<file path="src/rtl/simon_pkg.sv">
// Shared types and constants for the Simon block cipher core.
package simon_pkg;

  typedef enum logic [3:0] {
    ST_IDLE = 4'b0001,
    ST_LOAD = 4'b0010,
    ST_RUN  = 4'b0100,
    ST_DONE = 4'b1000
  } state_t;

  localparam logic MODE_ENC = 1'b0;
  localparam logic MODE_DEC = 1'b1;

  function automatic bit word_legal(input int w);
    return (w == 16) || (w == 24) || (w == 32) || (w == 48) || (w == 64);
  endfunction

endpackage

</file>
<file path="src/rtl/simon_round.sv">
// One combinational Simon round; the same f() feeds both directions.
module simon_round
  import simon_pkg::*;
#(
  parameter int WORD = 64
) (
  input  logic [WORD-1:0] i_x,
  input  logic [WORD-1:0] i_y,
  input  logic [WORD-1:0] i_k,
  input  logic            i_mode,
  output logic [WORD-1:0] o_x,
  output logic [WORD-1:0] o_y
);

  logic [WORD-1:0] w_a;
  logic [WORD-1:0] w_r1;
  logic [WORD-1:0] w_r2;
  logic [WORD-1:0] w_r8;
  logic [WORD-1:0] w_t;

  // Encrypt mixes f(x) into y; decrypt mixes f(y) into x.
  assign w_a  = (i_mode == MODE_DEC) ? i_y : i_x;
  assign w_r1 = {w_a[WORD-2:0], w_a[WORD-1]};
  assign w_r2 = {w_a[WORD-3:0], w_a[WORD-1 -: 2]};
  assign w_r8 = {w_a[WORD-9:0], w_a[WORD-1 -: 8]};
  assign w_t  = ((i_mode == MODE_DEC) ? i_x : i_y) ^ (w_r1 & w_r8) ^ w_r2 ^ i_k;

  assign o_x = (i_mode == MODE_DEC) ? i_y : w_t;
  assign o_y = (i_mode == MODE_DEC) ? w_t : i_x;

endmodule

</file>
<file path="src/rtl/simon_core.sv">
// Iterative Simon encrypt/decrypt core, one round per cycle, keys fetched
// from an external synchronous-read key memory.
module simon_core
  import simon_pkg::*;
#(
  parameter int WORD   = 64,
  parameter int ROUNDS = 72,
  parameter int KAW    = 7
) (
  input  logic              clk,
  input  logic              res,
  input  logic              in_valid,
  output logic              in_ready,
  input  logic [2*WORD-1:0] in_block,
  input  logic              mode,
  output logic [KAW-1:0]    key_adr,
  input  logic [WORD-1:0]   key,
  output logic              out_valid,
  input  logic              out_ready,
  output logic [2*WORD-1:0] out_block
);

  if (!word_legal(WORD)) begin : g_bad_word
    $error("simon_core: illegal WORD %0d", WORD);
  end
  if ((ROUNDS < 1) || (ROUNDS > 2**KAW)) begin : g_bad_rounds
    $error("simon_core: ROUNDS %0d out of range for KAW %0d", ROUNDS, KAW);
  end

  localparam logic [KAW-1:0] LAST = KAW'(ROUNDS - 1);
  localparam logic [KAW-1:0] ZERO = '0;
  localparam logic [KAW-1:0] ONE  = KAW'(1);

  state_t          r_state;
  logic            r_mode;
  logic [WORD-1:0] r_x;
  logic [WORD-1:0] r_y;
  logic [KAW-1:0]  r_adr;
  logic [KAW-1:0]  r_cnt;

  logic [WORD-1:0] w_x;
  logic [WORD-1:0] w_y;
  logic [KAW-1:0]  w_adr_nxt;

  simon_round #(.WORD(WORD)) u_round (
    .i_x    (r_x),
    .i_y    (r_y),
    .i_k    (key),
    .i_mode (r_mode),
    .o_x    (w_x),
    .o_y    (w_y)
  );

  // Address runs one cycle ahead of the round that consumes it, and parks at the end.
  always_comb begin
    w_adr_nxt = r_adr;
    if (r_mode == MODE_DEC) begin
      if (r_adr != ZERO) w_adr_nxt = r_adr - ONE;
    end else begin
      if (r_adr != LAST) w_adr_nxt = r_adr + ONE;
    end
  end

  always_ff @(posedge clk or posedge res) begin
    if (res) begin
      r_state <= ST_IDLE;
      r_mode  <= MODE_ENC;
      r_x     <= '0;
      r_y     <= '0;
      r_adr   <= '0;
      r_cnt   <= '0;
    end else begin
      case (r_state)
        ST_IDLE: begin
          if (in_valid) begin
            r_x     <= in_block[2*WORD-1:WORD];
            r_y     <= in_block[WORD-1:0];
            r_mode  <= mode;
            r_adr   <= (mode == MODE_DEC) ? LAST : ZERO;
            r_cnt   <= '0;
            r_state <= ST_LOAD;
          end
        end
        ST_LOAD: begin
          r_adr   <= w_adr_nxt;
          r_state <= ST_RUN;
        end
        ST_RUN: begin
          r_x   <= w_x;
          r_y   <= w_y;
          r_adr <= w_adr_nxt;
          r_cnt <= r_cnt + ONE;
          if (r_cnt == LAST) r_state <= ST_DONE;
        end
        ST_DONE: begin
          if (out_ready) r_state <= ST_IDLE;
        end
        default: r_state <= ST_IDLE;
      endcase
    end
  end

  assign in_ready  = (r_state == ST_IDLE);
  assign out_valid = (r_state == ST_DONE);
  assign key_adr   = r_adr;
  assign out_block = {r_x, r_y};

endmodule

</file>
<file path="config.mk">
export PLATFORM = sky130hd
export DESIGN_NAME = simon_core
export DESIGN_NICKNAME = d
export VERILOG_FILES = /design/src/rtl/simon_pkg.sv /design/src/rtl/simon_round.sv /design/src/rtl/simon_core.sv
export SDC_FILE = /design/constraint.sdc
export NUM_CORES = 1
export LEC_CHECK = 0
export ABC_AREA = 1
export ABC_CLOCK_PERIOD_IN_PS = 5800
export CORE_AREA = 2 2 167 169
export CTS_BUF_LIST = sky130_fd_sc_hd__clkbuf_16
export CTS_CLUSTER_SIZE = 14
export DETAILED_ROUTE_END_ITERATION = 6
export DIE_AREA = 0 0 169 171
export MAX_ROUTING_LAYER = met4
export PLACE_DENSITY = 0.8
export SETUP_SLACK_MARGIN = 0.2
export SYNTH_ARGS = -nofsm -noshare
export SYNTH_HDL_FRONTEND = slang
export SYNTH_SLANG_ARGS = --single-unit
</file>
<file path="constraint.sdc">
create_clock -name clk -period 5.8 [get_ports clk]
set_input_delay 1.16 -clock clk [delete_from_list [all_inputs] [get_ports clk]]
set_output_delay 1.16 -clock clk [all_outputs]
set_load 0.02 [all_outputs]
</file>
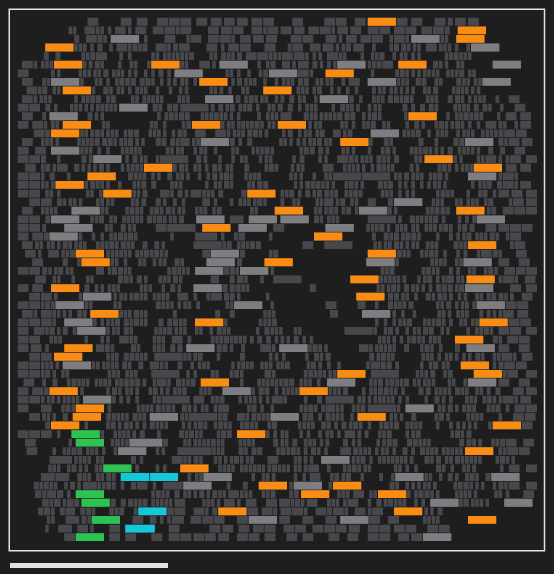
(where the registers sit)
Scale bar: 50 um. Other sequential cells in the stronger grey, the rest of the logic in the fainter grey.
netlist name	colour	sequential cells	where
r_state	cyan	4	bottom left
r_x	orange	64	widely spread
key_adr	green	7	bottom left
Seq/total area: 20.95%
final core area utilization: 64.36%
power of the sequential group: 2.16 mW
register area: 3684 um2

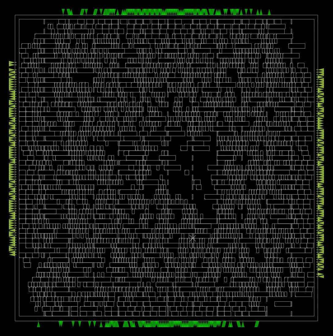
(cell outlines without signal wires)
tap cells: 346
Flops: 147
Finished Layout Cells: 3196

==> results.py <==
# Metrics from the implementation run
metrics = {
    "run_status": {
        "run_status": "finished with violations",
        "violations": "design-rule violations",
    },
    "finish": {
        "most-common-layout-cells": "1458 x nand2_1, 466 x nand3_1, 333 x clkdlybuf4s50_1, 313 x inv_1, 145 x dfrtp_1",
        "comb_area_share_pct": 46.53,
        "n_all_buffers": 343,
        "logic_area_um2": 8183,
    },
    "sta": {
        "period_used_pct": 55.87,
        "rsz0062_at_grt": "false",
        "report.final.slew_viol_count": 0,
        "fin_ws_ns": 2.559,
    },
    "detailed_routing": {
        "route.met2.wl_um": 20790,
        "viasPerCell": 5.212,
        "drc_errors": 1,
        "ant_nets": 0,
    },
    "clock_tree": {
        "cts_resized": 0,
    },
    "placement": {
        "port_buffers": 333,
    },
    "yosys": {
        "ys_sh_mux_pct": 0.07322,
        "syn_area_um2": 13670,
        "topCellsByArea": "nand2_1 40%, dfrtp_1 27%, nand3_1 17%",
        "adder_share_pct": 0.6956,
    },
    "pwr": {
        "clockPowerShare_pct": 10.3,
        "power.internal_mw": 4.770,
        "p_per_area_nw_per_um2": 605.7,
        "seq_power_share_pct": 20.3,
        "powerComb_mw": 7.39,
    },
    "floorplanning": {
        "core_region_area_um2": 27320,
        "die-area_um2": 28900,
    },
}
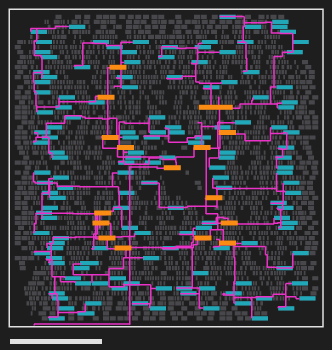
(routed clock nets over the placement)
Scale bar: 50 um.
[clock wires] magenta | length: 2390 um
[clock drivers] orange | count: 17
[flip-flops] cyan | count: 147
routed clock nets	18
flops lie	widely spread

No activity file was given, so power comes from the tool's default toggle rates.
